<file path="config.mk">
export PLATFORM = sky130hd
export DESIGN_NAME = apb_reg_bank
export DESIGN_NICKNAME = d
export VERILOG_FILES = /design/src/rtl/apb_reg_bank.sv
export SDC_FILE = /design/constraint.sdc
export NUM_CORES = 1
export LEC_CHECK = 0
export ABC_AREA = 1
export CAP_MARGIN = 25
export CORE_AREA = 2 2 247 249
export CTS_BUF_LIST = sky130_fd_sc_hd__clkbuf_8
export DETAILED_ROUTE_END_ITERATION = 8
export DIE_AREA = 0 0 249 251
export MAX_ROUTING_LAYER = met4
export PLACE_DENSITY = 0.53
export SYNTH_ARGS = -nofsm -noshare
export SYNTH_HDL_FRONTEND = slang
export SYNTH_SLANG_ARGS = --single-unit
</file>
<file path="constraint.sdc">
create_clock -name pclk_i -period 2.5 [get_ports pclk_i]
set_input_delay 0.5 -clock pclk_i [delete_from_list [all_inputs] [get_ports pclk_i]]
set_output_delay 0.5 -clock pclk_i [all_outputs]
set_load 0.02 [all_outputs]
</file>
<file path="src/rtl/apb_reg_bank.sv">
// apb_reg_bank: parametrised APB4 slave register bank with per-byte strobes,
// read-only registers fed from reg_d_i, fixed wait states and PSLVERR on
// illegal accesses. Register contents and per-register write/read pulses are
// exported to the attached core.
// Optional feature: define APB_REG_BANK_PROT_CHECK_EN to reject unprivileged
// accesses (pprot_i[0]=0) with PSLVERR; by default pprot_i is ignored.
module apb_reg_bank #(
  parameter int g_apb_addr_width = 32,
  parameter int g_apb_data_width = 32,
  parameter int g_num_regs       = 8,
  parameter int g_wait_states    = 0,
  parameter logic [g_num_regs-1:0]                  g_ro_mask   = '0,
  parameter logic [g_num_regs*g_apb_data_width-1:0] g_reset_val = '0
) (
  input  logic                                   pclk_i,
  input  logic                                   preset_n_i,
  input  logic [g_apb_addr_width-1:0]            paddr_i,
  input  logic [2:0]                             pprot_i,
  input  logic                                   psel_i,
  input  logic                                   penable_i,
  input  logic                                   pwrite_i,
  input  logic [g_apb_data_width-1:0]            pwdata_i,
  input  logic [g_apb_data_width/8-1:0]          pstrb_i,
  output logic                                   pready_o,
  output logic [g_apb_data_width-1:0]            prdata_o,
  output logic                                   pslverr_o,
  output logic [g_num_regs*g_apb_data_width-1:0] reg_q_o,
  input  logic [g_num_regs*g_apb_data_width-1:0] reg_d_i,
  output logic [g_num_regs-1:0]                  reg_wr_pulse_o,
  output logic [g_num_regs-1:0]                  reg_rd_pulse_o
);

  localparam int AW     = g_apb_addr_width;
  localparam int W      = g_apb_data_width;
  localparam int SW     = W / 8;
  localparam int OFF_W  = $clog2(SW);
  localparam int REGS_W = g_num_regs * W;

  // Byte-offset bits that must be zero for a word-aligned access.
  localparam logic [AW-1:0] ALIGN_MASK = AW'(SW - 1);
  localparam logic [AW-1:0] NUM_REGS_A = AW'(g_num_regs);
  localparam logic [3:0]    WS_LOAD    = 4'(g_wait_states);

  typedef enum logic [1:0] {IDLE, ACCESS, DONE} state_e;

  state_e              state_q, state_d;
  logic [3:0]          cnt_q, cnt_d;
  logic [AW-1:0]       addr_q, addr_d;
  logic                write_q, write_d;
  logic [W-1:0]        wdata_q, wdata_d;
  logic [SW-1:0]       strb_q, strb_d;
  logic                pready_q, pready_d;
  logic                pslverr_q, pslverr_d;
  logic [W-1:0]        prdata_q, prdata_d;
  logic [g_num_regs-1:0] wr_pulse_q, wr_pulse_d;
  logic [g_num_regs-1:0] rd_pulse_q, rd_pulse_d;
  logic [REGS_W-1:0]   regs_q, regs_d;

  logic [AW-1:0]         word;
  logic                  addr_bad;
  logic [g_num_regs-1:0] idx_hit;
  logic                  is_ro;
  logic [W-1:0]          rd_val;
  logic                  err;
  logic                  capture;

`ifdef APB_REG_BANK_PROT_CHECK_EN
  logic prot_q, prot_d;
  logic unused_prot;
  assign unused_prot = ^pprot_i[2:1];
`else
  logic unused_prot;
  assign unused_prot = ^pprot_i;
`endif

  // Decode the captured address into a one-hot register hit, legality,
  // read-only status and the value a read would return.
  always_comb begin
    word     = addr_q >> OFF_W;
    addr_bad = ((addr_q & ALIGN_MASK) != '0) || (word >= NUM_REGS_A);
    idx_hit  = '0;
    is_ro    = 1'b0;
    rd_val   = '0;
    for (int i = 0; i < g_num_regs; i++) begin
      if (word == AW'(i)) begin
        idx_hit[i] = 1'b1;
        is_ro      = g_ro_mask[i];
        rd_val     = g_ro_mask[i] ? reg_d_i[i*W +: W] : regs_q[i*W +: W];
      end
    end
    err = addr_bad | (write_q & is_ro);
`ifdef APB_REG_BANK_PROT_CHECK_EN
    err = err | ~prot_q;
`endif
  end

  // Transfer FSM: capture on setup, count wait states, then complete with a
  // one-cycle response and commit the write or return read data.
  always_comb begin
    state_d    = state_q;
    cnt_d      = cnt_q;
    addr_d     = addr_q;
    write_d    = write_q;
    wdata_d    = wdata_q;
    strb_d     = strb_q;
`ifdef APB_REG_BANK_PROT_CHECK_EN
    prot_d     = prot_q;
`endif
    pready_d   = 1'b0;
    pslverr_d  = 1'b0;
    prdata_d   = '0;
    wr_pulse_d = '0;
    rd_pulse_d = '0;
    regs_d     = regs_q;
    capture    = 1'b0;
    case (state_q)
      IDLE: begin
        capture = psel_i & ~penable_i;
      end
      ACCESS: begin
        if (!psel_i) begin
          // Master abandoned the transfer: drop it without side effects.
          state_d = IDLE;
        end else if (penable_i) begin
          if (cnt_q == 4'd0) begin
            state_d  = DONE;
            pready_d = 1'b1;
            if (err) begin
              pslverr_d = 1'b1;
            end else if (write_q) begin
              wr_pulse_d = idx_hit;
              for (int i = 0; i < g_num_regs; i++) begin
                for (int k = 0; k < SW; k++) begin
                  if (idx_hit[i] && strb_q[k]) begin
                    regs_d[i*W + k*8 +: 8] = wdata_q[k*8 +: 8];
                  end
                end
              end
            end else begin
              prdata_d   = rd_val;
              rd_pulse_d = idx_hit;
            end
          end else begin
            cnt_d = cnt_q - 4'd1;
          end
        end
      end
      DONE: begin
        state_d = IDLE;
        capture = psel_i & ~penable_i;
      end
      default: state_d = IDLE;
    endcase
    if (capture) begin
      state_d = ACCESS;
      cnt_d   = WS_LOAD;
      addr_d  = paddr_i;
      write_d = pwrite_i;
      wdata_d = pwdata_i;
      strb_d  = pstrb_i;
`ifdef APB_REG_BANK_PROT_CHECK_EN
      prot_d  = pprot_i[0];
`endif
    end
  end

  // State, response and register storage; everything returns to its reset
  // image asynchronously.
  always_ff @(posedge pclk_i or negedge preset_n_i) begin
    if (!preset_n_i) begin
      state_q    <= IDLE;
      cnt_q      <= 4'd0;
      addr_q     <= '0;
      write_q    <= 1'b0;
      wdata_q    <= '0;
      strb_q     <= '0;
`ifdef APB_REG_BANK_PROT_CHECK_EN
      prot_q     <= 1'b0;
`endif
      pready_q   <= 1'b0;
      pslverr_q  <= 1'b0;
      prdata_q   <= '0;
      wr_pulse_q <= '0;
      rd_pulse_q <= '0;
      regs_q     <= g_reset_val;
    end else begin
      state_q    <= state_d;
      cnt_q      <= cnt_d;
      addr_q     <= addr_d;
      write_q    <= write_d;
      wdata_q    <= wdata_d;
      strb_q     <= strb_d;
`ifdef APB_REG_BANK_PROT_CHECK_EN
      prot_q     <= prot_d;
`endif
      pready_q   <= pready_d;
      pslverr_q  <= pslverr_d;
      prdata_q   <= prdata_d;
      wr_pulse_q <= wr_pulse_d;
      rd_pulse_q <= rd_pulse_d;
      regs_q     <= regs_d;
    end
  end

  assign pready_o       = pready_q;
  assign pslverr_o      = pslverr_q;
  assign prdata_o       = prdata_q;
  assign reg_q_o        = regs_q;
  assign reg_wr_pulse_o = wr_pulse_q;
  assign reg_rd_pulse_o = rd_pulse_q;

endmodule
</file>
Fig. 1: run 1, met1 routing
Supply wires on this layer in grey.
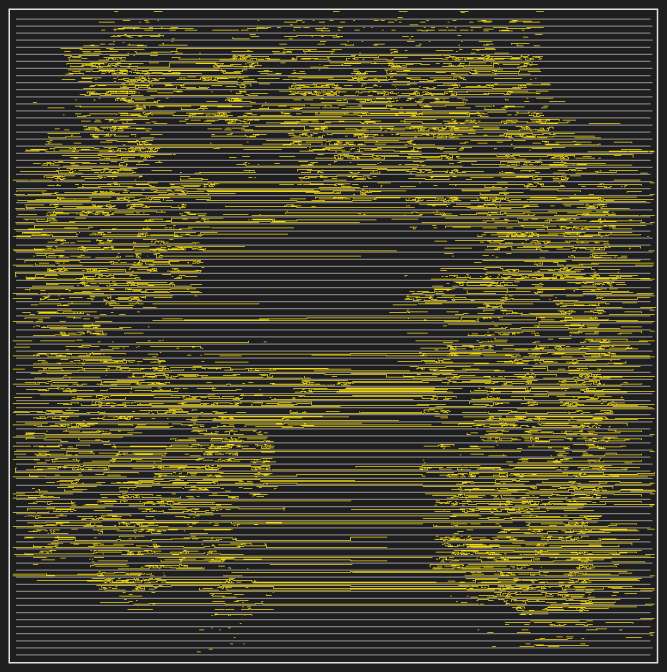
longest straight run	121 µm
nets with wire on the layer	2,203
drt total wl: 65,630 µm
met1 GRT Util: 29.84%
via count: 15,249

Fig. 2: run 1, cell area per tile
The die is cut into 25 by 25 equal tiles; white is low, dark blue is high, 0 to 100% covered.
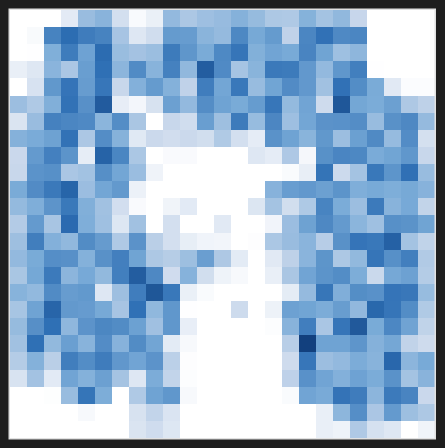
fullest tile	94%
nearly empty tiles	20%
tiles over 75% full	2.6%
emptiest ninth of the die	bottom middle
core footprint: 0.05979 mm²
final core occ: 39.37%
Init Core Util: 27.29%

Fig. 3: run 1, placement by cell class
The bar under the picture is 50 µm long. Fill, decap, tap and diode cells in grey.
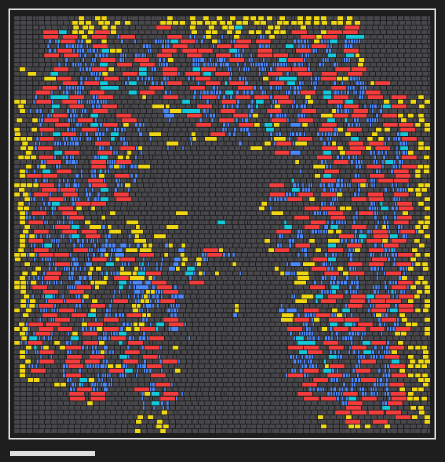
colour	class	cells	share of their area
red	sequential cells	381	42%
yellow	remaining buffers and delay cells	473	22%
blue	remaining logic cells	1,472	29%
cyan	clock drivers and dummy loads	121	6.8%

==> metrics.csv, run 1 <==
metric;value;unit
Sink Count;381;
row cnt;90;
Synth top cell by count;nand2_1;
clk_lat worst skew;0.63;ns
VDD IR max;0.0004218;V
r2r setup slk;0.16;ns
reg2reg path depth;15;
CP Data Required Time;2.97;ns
Global Route met2 Usage;28.89;%
Total GRT Usage;21.26;%
drt pass-1 iters;5;
clock-pin slew on the worst setup and hold paths;0.06;ns
nature of the critical path endpoint;flip-flop;
cts repair resizes;3;
grt peak-use layer;met1;
Post-Syn Instances;1950;
Die Y-Extent;251;µm
Final GP Congestion;0.8473;
Post-synth top cells;nand2_1 (663), dfrtp_1 (381), o21ai_1 (256);
vias in the first global route;14641;
postcts setup bufs;2;
number of enable flip-flop cells;0;
Syn. warnings;0;
FF-to-FF Start;addr_q[16]$_DFFE_PN0P_;
power density cells;668.3;mW/mm²
switch share;29.51;%
GR Util met3;7.093;%
Worst Setup SP;addr_q[16]$_DFFE_PN0P_;
Mapped Area;0.01632;mm²
Synth area leader;dfrtp_1;
Max stage delay on crit path;0.41;ns
DR WL/cell;20.32;µm
H-tree levels;3;
Layout Nets;2731;
chip area;0.06250;mm²
Setup TNS Final;0;ns
CP max stage cell;dfrtp_1;
clock power share;41.8;%
min-delay src;paddr_i[8];
Sw Pwr;4.643;mW
main flop type;dfrtp_1;
PortBufs;378;
sequential area share after synthesis;58.42;%
period utilisation layout;93.56;%
Int Power;11.09;mW
GRT overflow;0;
CP Class;reg -> reg;
Synth Area per Inst;8.369;µm²
pre-CTS WS;-0.3150;ns
pin count of the biggest net entering global routing;72;
antenna viol nets, final;0;
P_leak;10.65;nW
asr flop ratio synth;100.0;%
Starting DRT DRC Count;1058;
critical-path maximum fanout;16;
# DRC;0;
CTS tree;done;
ys cells;1950;
Rel. slew slack;56.64;%
WHS Path Cells;3;
Log Warnings;286;
Crit path arrival time;2.81;ns
final setup vio count;0;
Startpoint Class;flip-flop;
share of layout cells above drive strength 1;10.38;%
Netlist cell types;27;
Dominant cell area share;58.42;%
unrepaired setup endpoints after global routing;false;
CTS Buffer Depth;3;
CP cell instances;nor2_1, nand2_1, inv_2, nand2_1, nor2_4, nand4_1, inv_2, nand4_4, buf_12, nor2_2, buf_4, nand2_1, buf_12, nand2_1, o21ai_1;
Vias/cell;4.721;
maxcap violations;0;
Tmin final;2.339;ns
flops out of synthesis;381;
final hold violation count;0;
logic gate share of total power;14.1;%
Synth area leaders;dfrtp_1 (58%), nand2_1 (15%), o21ai_1 (7.9%), o21ai_0 (2.8%), nor2_1 (2.8%);
die width;249;µm
num ports;638;
status;completed;
Pins Over Slew Limit;0;
Hold WC Path Type;in -> reg;
register share of total power;44.2;%
Worst Slack Setup Final;0.1611;ns
most used cell, CP;nand2_1;
Area Overhead vs Synth;44.27;%
first-pass GRT wire length;95850;µm
syn nets;2283;
cts hold-fix bufs;1;
Worst Setup EP;reg_q_o[240]$_DFFE_PN0P_;
## run 1: power by group through the flow
stage               clock, mW  sequential, mW  combinational, mW
global route             7.03            7.00               2.48
detailed placement          0            7.05               2.20
global placement            0            7.03               2.15
floorplan                   0            6.99               1.18
finish                   6.57            6.95               2.21
CTS                      6.74            6.94               2.21
## run 1: cell families after synthesis
group | count (synthesis) | share of synthesized area [%]
flops | 381 | 58.42
buf+inv | 219 | 5.175
simple gates | 918 | 22.86
fa+ha+maj | 1 | 0.07666
compound gates | 431 | 13.46
## run 1: metal layers
metal	up-vias	routed length, µm
met2	661	26870
met5	-	0
met3	84	6288
met4	0	1277
met1	7287	31190
li1	7217	-
## run 1: through the flow
| stage | hold WS [ns] | cell area (µm²) | instances | power (mW) |
|---|---|---|---|---|
| 6_report | 0.4129 | 23540 | 3230 | 15.74 |
| 5_1_grt | 0.3781 | 23540 | 3230 | 16.51 |
| 3_3_place_gp | 0.4550 | 21800 | 3098 | 9.178 |
| 2_1_floorplan | 0.2044 | 16320 | 1950 | 8.169 |
| 3_5_place_dp | 0.4591 | 21800 | 3098 | 9.248 |
| 4_1_cts | 0.3503 | 23380 | 3222 | 15.89 |
## run 1: sequential cells by signal (all words and copies together), names as in the netlist
signal and flops:
strb_q 4, addr_q 32, prdata_o 32, write_q 1, pslverr_o 1, pready_o 1
reg_wr_pulse_o 8, reg_q_o 256, state_q 2, cnt_q 4, wdata_q 32, reg_rd_pulse_o 8
## run 1: worst max-delay path: cells and delay by family, from the launching register on
kind | cells | cell delay [ns]
buffers and inverters | 5 | 0.74
AOI/OAI and AO/OA | 1 | 0.06
and+or+nand+nor | 9 | 0.97
DFF | 1 | 0.41
## run 1: cell type report
| class | count | area [µm²] |
|---|---|---|
| flip-flops and latches | 381 | 9534 |
| repair buffers | 473 | 4951 |
| clock inverters | 30 | 292.8 |
| clock buffers | 91 | 1252 |
| multi-input cells | 1350 | 6063 |
| well taps | 782 | 978.4 |
| inverters | 122 | 469.2 |
| diodes | 1 | 2.502 |
| fillers | 5930 | 36250 |
## run 1: worst min path at each step
stage / end
3_3_place_gp: addr_q[17]$_DFFE_PN0P_
3_5_place_dp: addr_q[15]$_DFFE_PN0P_
5_1_grt: addr_q[8]$_DFFE_PN0P_
4_1_cts: addr_q[25]$_DFFE_PN0P_
6_report: addr_q[8]$_DFFE_PN0P_
2_1_floorplan: addr_q[0]$_DFFE_PN0P_
## run 1: cell usage in the layout, fill, tap and decap left out
master             n
nand2_1          659
dfrtp_1          381
clkdlybuf4s50_1  377
o21ai_1          256
inv_1            129
nor2_1           116
o21ai_0           92
clkbuf_8          91
nand3_1           81
a21oi_1           66
buf_4             58
buf_12            34
o211ai_1          15
or2_2             11
nor2_4             9
nor3_1             9
nor2_2             6
or2_0              6
bufinv_16          6
inv_2              5
nand3_4            5
clkinv_2           5
nand3_2            4
nand2_2            4
clkinvlp_4         4
nor3_2             3
nand4_1            2
nor3_4             2
inv_6              2
diode_2            1
inv_4              1
nand4_4            1
a31oi_1            1
o22ai_1            1
ha_1               1
buf_6              1
dlygate4sd3_1      1
buf_8              1
clkbuf_16          1
Fig. 4: run 1, congestion heat map
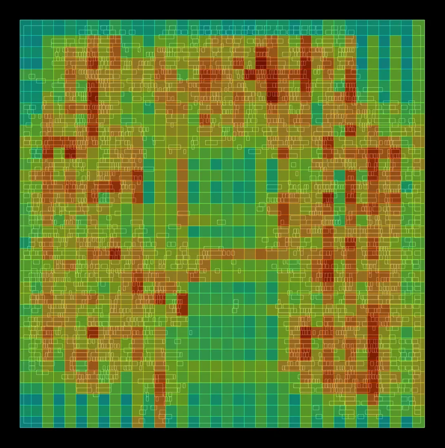

==> run 2, diff against run 1 <==
Settings changed: PLACE_DENSITY 0.53 to unset.
Fig. 5: run 2, congestion heat map
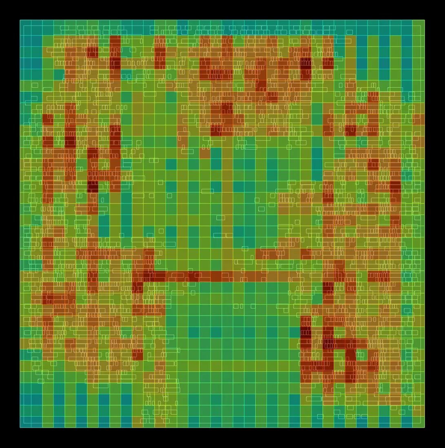
final core occ: 39.46%
met1 GRT Util: 29.51%
grt peak-use layer: met1
Total GRT Usage: 21.07%

==> run 2 against run 1 <==
Area after synthesis unchanged. Largest cell class unchanged. Global-route usage decreased by 0.19 points. Largest power group unchanged. Core utilization increased by 0.086 points. Clock skew increased by 0.0034 ns. Via count increased by 1.4%.
==> metrics.csv, run 2 <==
metric;value;unit;change
ys cells;1950;;unchanged
Worst path top cell family by delay;simple AND/OR/NAND/NOR gates;;
Int Power;10.69;mW;-3.6%
Hold WC Path Type;in -> reg;;
Worst Setup SP;addr_q[15]$_DFFE_PN0P_;;
CP max stage cell;buf_4;;
Die Y-Extent;251;µm;unchanged
GRT overflow;0;;unchanged
Area Overhead vs Synth;44.58;%;
row cnt;90;;unchanged
clock-pin slew on the worst setup and hold paths;0.06;ns;about the same
Synth Area per Inst;8.369;µm²;unchanged
share of layout cells above drive strength 1;10.80;%;+0.42 points
core footprint;0.05979;mm²;unchanged
Setup TNS Final;0;ns;unchanged
H-tree levels;3;;unchanged
Final GP Congestion;0.8929;;+5.4%
first-pass GRT wire length;95220;µm;-0.65%
Log Warnings;287;;+0.35%
main flop type;dfrtp_1;;
min-delay src;paddr_i[8];;
Crit path arrival time;2.88;ns;+0.07 ns
Dominant cell area share;58.42;%;unchanged
Pins Over Slew Limit;0;;unchanged
syn nets;2283;;unchanged
final hold violation count;0;;unchanged
DR WL/cell;19.95;µm;-1.8%
max FFs per register;256;;unchanged
Mapped Area;0.01632;mm²;unchanged
die width;249;µm;unchanged
antenna viol nets, final;0;;unchanged
nature of the critical path endpoint;flip-flop;;
drt pass-1 iters;5;;unchanged
P_leak;10.67;nW;+0.22%
Max stage delay on crit path;0.46;ns;+0.05 ns
pin count of the biggest net entering global routing;74;;+2.8%
Power, Total;15.31;mW;-2.7%
critical-path maximum fanout;34;;+18
unrepaired setup endpoints after global routing;true;;
chip area;0.06250;mm²;unchanged
Layout Nets;2742;;+0.40%
final setup vio count;0;;unchanged
Synth top cell by count;nand2_1;;
CP Class;reg -> reg;;
Sw Pwr;4.617;mW;-0.56%
CTS tree;done;;
PortBufs;378;;unchanged
Init Core Util;27.29;%;unchanged
Netlist cell types;27;;unchanged
period utilisation layout;92.51;%;-1.0 points
Sink Count;381;;unchanged
Starting DRT DRC Count;1297;;+23%
logic gate share of total power;14.5;%;+0.4 points
commonest cells after routing, fill and taps aside;nand2_1 (658), dfrtp_1 (381), clkdlybuf4s50_1 (377);;
switch share;30.16;%;+0.65 points
Cell Area, Placed;0.02187;mm²;+0.32%
Synth area leader;dfrtp_1;;
Vias/cell;4.773;;+1.1%
Worst Path Buf+Inv;3;;-2
Startpoint Class;flip-flop;;
r2r setup slk;0.19;ns;+0.03 ns
# DRC;0;;unchanged
maxcap violations;0;;unchanged
vias in the first global route;14930;;+2.0%
CP Data Required Time;3.07;ns;+0.10 ns
flops out of synthesis;381;;unchanged
status;completed;;
Rel. slew slack;60.37;%;+3.7 points
Tmin final;2.313;ns;-0.02616 ns
CP cell instances;nor2_1, nand2_1, inv_2, nand2_1, nor2_4, buf_4, nand2_2, buf_4, nand3_1, nand3_1, nand3_1, nand3_1, a21oi_1, nor2_1;;
number of enable flip-flop cells;0;;unchanged
FF-to-FF Start;addr_q[15]$_DFFE_PN0P_;;
Synth area leaders;dfrtp_1 (58%), nand2_1 (15%), o21ai_1 (7.9%), o21ai_0 (2.8%), nor2_1 (2.8%);;
num ports;638;;unchanged
most numerous logic cell after layout;nand2_1;;
Fig. 6: run 2, met1 routing
Supply wires on this layer in grey.
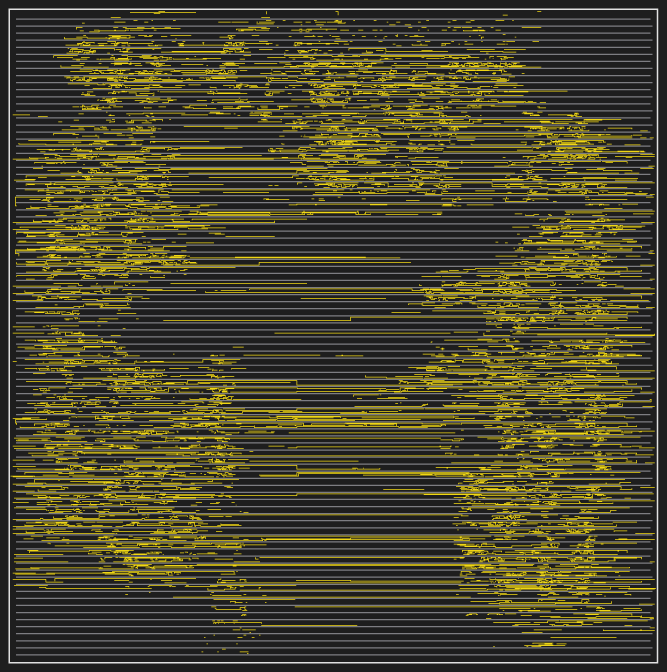
nets with wire on the layer	2,229
longest straight run	142 µm
share of all routed wire	46%
drt total wl: 64,650 µm
via count: 15,466

[run 2: cell types whose count changed in the layout (fill, tap and decap cells not counted), moves of 3 or more]
cell       change
buf_12         +6
buf_6          +6
bufinv_16      -3
clkbuf_8       -3
diode_2        +3
nor2_1         -3
nor2_2         +3
[run 2: cells by family after synthesis]
family	synth area share, %
AND-OR/OR-AND	13.46
adder cells (fa/ha/maj)	0.07666
buffers and inverters	5.175
flip-flops	58.42
AND/OR/NAND/NOR	22.86
[run 2: worst paths after layout]
kind	cells after the start	to
setup reg to reg	14	prdata_o[13]$_DFF_PN0_
setup / recovery	14	prdata_o[13]$_DFF_PN0_
max in group asynchronous	3	reg_wr_pulse_o[0]$_DFF_PN0_
min in group asynchronous	2	reg_q_o[138]$_DFFE_PN0P_
hold reg to reg	2	addr_q[18]$_DFFE_PN0P_
hold / removal	3	addr_q[8]$_DFFE_PN0P_
[run 2: cell type report]
cell class                 instances  area [µm²]
antenna                            4       10.01
inverter                         122       466.7
tap                              782       978.4
sequential                       381        9534
multi-input combinational       1350        6066
timing repair buffer             484        5114
fill                            5919       36200
clock inverter                    29       215.2
clock buffer                      88        1211
[run 2: layer usage]
metal / GRT usage [%] / vias to the layer above / share of wire [%]
met5: - / - / 0
met4: 6.701 / 0 / 2.3
met3: 6.989 / 89 / 11
met2: 28.44 / 803 / 41
met1: 29.51 / 7322 / 46
li1: - / 7252 / -
[run 2: power by group through the flow]
stage / combinational, mW / clock, mW / sequential (mW)
3_5_place_dp: 2.20 / 0 / 7.05
6_report: 2.22 / 6.13 / 6.96
4_1_cts: 2.21 / 6.27 / 6.95
5_1_grt: 2.50 / 6.56 / 7.01
2_1_floorplan: 1.18 / 0 / 6.99
3_3_place_gp: 2.14 / 0 / 7.03
[run 2: timing repair]
item	in CTS	in global routing
hold buffers	1	0
resized	5	25
pin swaps	1	8
endpoints found under the setup margin	94	289
endpoints found under the hold margin	53	0
buffers inserted	4	10
[run 2: through the flow]
stage | hold slack [ns] | instances | setup WS [ns]
2_1_floorplan | 0.2044 | 1950 | 0.4375
3_3_place_gp | 0.4546 | 3104 | -0.2243
3_5_place_dp | 0.4594 | 3104 | -0.2323
4_1_cts | 0.3542 | 3226 | -0.05604
5_1_grt | 0.3605 | 3240 | -0.07004
6_report | 0.4089 | 3240 | 0.1872
[run 2: worst register-to-register path: stages (launching register included)]
cell     delay (ns)
dfrtp_1        0.36
nor2_1         0.05
nand2_1        0.14
inv_2          0.04
nand2_1        0.10
nor2_4         0.05
buf_4          0.13
nand2_2        0.05
buf_4          0.46
nand3_1        0.14
nand3_1        0.10
nand3_1        0.23
nand3_1        0.22
a21oi_1        0.09
nor2_1         0.11
Fig. 7: run 2, cell area per tile
The die is cut into 25 by 25 equal tiles; white is low, dark blue is high, 0 to 100% covered.
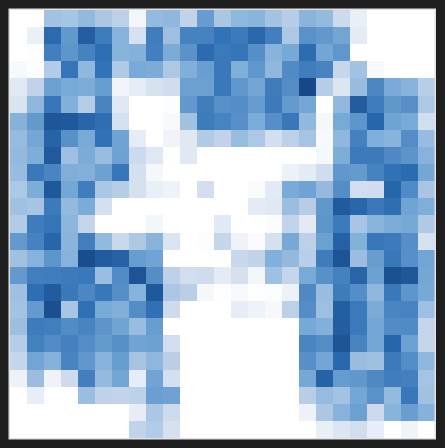

==> run 3, diff against run 2 <==
--- a/config.mk
+++ b/config.mk
@@ -9,5 +9,5 @@
 export CAP_MARGIN = 25
 export CORE_AREA = 2 2 247 249
-export CTS_BUF_LIST = sky130_fd_sc_hd__clkbuf_8
+export CTS_CLUSTER_SIZE = 28
 export DETAILED_ROUTE_END_ITERATION = 8
 export DIE_AREA = 0 0 249 251
==> constraint.sdc (replaced) <==
create_clock -name pclk_i -period 2.5 [get_ports pclk_i]
set_input_delay 0.375 -clock pclk_i [delete_from_list [all_inputs] [get_ports pclk_i]]
set_output_delay 0.375 -clock pclk_i [all_outputs]
set_load 0.02 [all_outputs]
Fig. 8: run 3, cell area per tile
The die is cut into 25 by 25 equal tiles; white is low, dark blue is high, 0 to 100% covered.
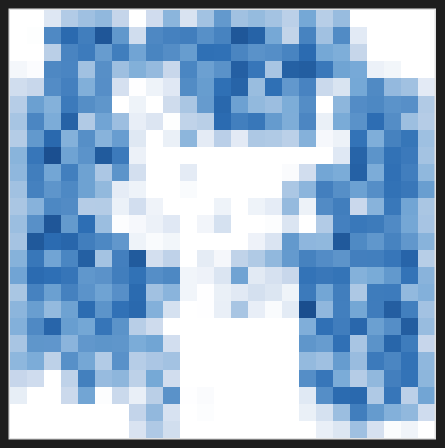
nearly empty tiles	23%
mean over tiles	36%
tiles over 75% full	6.2%
emptiest ninth of the die	bottom middle
fullest tile	88%

Fig. 9: run 3, congestion heat map
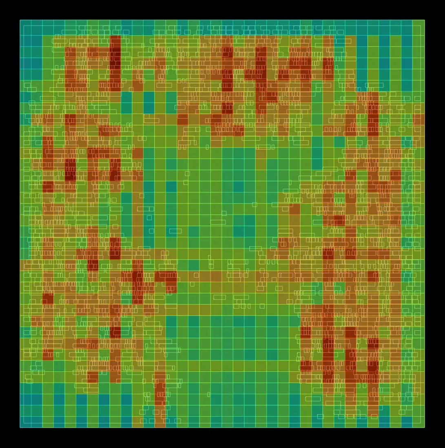
GR Util met3: 6.627%
DR WL/cell: 20.44 µm
final core occ: 39.70%

==> run 3 against run 2 <==
Non-clock buffer count grew 9. Clock power increased by 9.6%. Core utilization rose by 0.24 points. Sequential power hardly changed. Worst setup slack worse by 0.063 ns. Global-route usage grew 0.065 points. Worst hold slack worse by 0.054 ns. Final area is 0.61% higher. Sequential cell count is the same. Critical endpoint is now reg_q_o[72]$_DFFE_PN0P_. Final cell count shrank 1.1%. Area after synthesis stayed put. Largest cell class unchanged.
==> metrics.csv, run 3 <==
metric;value;unit;change
status;completed;;
number of enable flip-flop cells;0;;unchanged
Area Overhead vs Synth;45.46;%;
Die Y-Extent;251;µm;unchanged
FF-to-FF Start;addr_q[15]$_DFFE_PN0P_;;
Tmin final;2.376;ns;+0.06344 ns
Layout Nets;2724;;-0.66%
Netlist cell types;27;;unchanged
vias in the first global route;14836;;-0.63%
PortBufs;378;;unchanged
Power, Total;16.00;mW;+4.5%
share of layout cells above drive strength 1;10.12;%;-0.67 points
maxcap violations;0;;unchanged
Worst Setup SP;addr_q[15]$_DFFE_PN0P_;;
drt total wl;65510;µm;+1.3%
Worst path top cell family by delay;simple AND/OR/NAND/NOR gates;;
Pins Over Slew Limit;0;;unchanged
CTS tree;done;;
Synth area leader;dfrtp_1;;
most numerous logic cell after layout;nand2_1;;
first-pass GRT wire length;96190;µm;+1.0%
num ports;638;;unchanged
Startpoint Class;flip-flop;;
flops out of synthesis;381;;unchanged
Total GRT Usage;21.14;%;+0.065 points
min-delay src;paddr_i[18];;
commonest cells after routing, fill and taps aside;nand2_1 (656), dfrtp_1 (381), clkdlybuf4s50_1 (377);;
Worst Path Buf+Inv;5;;+2
logic gate share of total power;14.5;%;about the same
Sink Count;381;;unchanged
Int Power;11.36;mW;+6.3%
Log Warnings;287;;unchanged
GRT overflow;0;;unchanged
fill cell count;5904;;-0.25%
period utilisation layout;95.05;%;+2.5 points
Synth top cell by count;nand2_1;;
final hold violation count;0;;unchanged
core footprint;0.05979;mm²;unchanged
unrepaired setup endpoints after global routing;true;;
pre-CTS WS;-0.2275;ns;+0.004771 ns
Init Core Util;27.29;%;unchanged
==> run 3: cell counts after synthesis <==
Identical to the previous run, type by type.
==> run 3: worst reg2reg max path, cell delays in order (launching register included) <==
cell and delay, ns:
dfrtp_1 0.38, nor2_1 0.10, nand2_1 0.12, inv_2 0.06, nand2_1 0.08, nor2_4 0.14, nand4_1 0.19, inv_2 0.14
nand4_4 0.16, buf_12 0.18, nor2_4 0.18, buf_6 0.14, nand2_2 0.10, buf_12 0.17, nand2_1 0.05, o21ai_1 0.07
==> run 3: per-stage QoR <==
step	setup TNS, ns	instance area (µm²)	std cells	hold WS, ns
2_1_floorplan	0	16320	1950	0.07941
3_3_place_gp	-4.166	21900	3109	0.4006
3_5_place_dp	-7.506	21900	3109	0.4129
4_1_cts	-0.1765	23460	3184	0.3141
5_1_grt	-0.1841	23740	3204	0.3406
6_report	0	23740	3205	0.3549
==> run 3: layout make-up <==
type,instances,area (µm²),area share (%)
Antenna cell,3,7.507,0.03162
Inverter,122,469.2,1.976
Sequential cell,381,9534,40.16
Tap cell,782,978.4,4.122
Timing Repair Buffer,493,5169,21.77
Clock buffer,58,1234,5.197
Clock inverter,16,262.8,1.107
Multi-Input combinational cell,1350,6085,25.63
==> run 3: power groups by stage <==
stage | Clock, mW | Combinational (mW) | Sequential (mW)
2_1_floorplan | 0 | 1.18 | 6.99
3_3_place_gp | 0 | 2.16 | 7.03
3_5_place_dp | 0 | 2.22 | 7.05
4_1_cts | 6.87 | 2.24 | 6.94
5_1_grt | 7.15 | 2.60 | 7.01
6_report | 6.72 | 2.32 | 6.96
==> run 3: worst paths after layout <==
| kind | to | cells after the start | slack [ns] |
|---|---|---|---|
| min | addr_q[18]$_DFFE_PN0P_ | 3 | 0.35 |
| max | reg_q_o[72]$_DFFE_PN0P_ | 15 | 0.12 |
| min reg2reg | addr_q[16]$_DFFE_PN0P_ | 2 | 0.47 |
| max reg2reg | reg_q_o[72]$_DFFE_PN0P_ | 15 | 0.12 |
| min in group asynchronous | wdata_q[12]$_DFFE_PN0P_ | 2 | 0.39 |
| max in group asynchronous | reg_q_o[163]$_DFFE_PN0P_ | 3 | 1.34 |
==> run 3: kinds of logic after synthesis <==
group	Yosys count	share of synthesized area, %
adders and majority gates	1	0.07666
and+or+nand+nor	918	22.86
AOI/OAI and AO/OA	431	13.46
DFF	381	58.42
buffers and inverters	219	5.175
==> run 3: routing by layer <==
layer / vias to the layer above / track usage (%) / routed length, µm
li1: 7194 / - / -
met1: 7395 / 29.83 / 30400
met2: 706 / 29.31 / 26780
met3: 90 / 6.627 / 6875
met4: 0 / 5.022 / 1452
met5: - / - / 0
==> run 3: timing repair <==
item	in CTS	in global routing
hold endpoints to repair	57	0
pin swaps	0	7
hold buffers	1	0
gates cloned	0	3
buffers inserted	0	15
endpoints found under the setup margin	137	296
resized	10	24
Power and IR drop assume default switching activity.
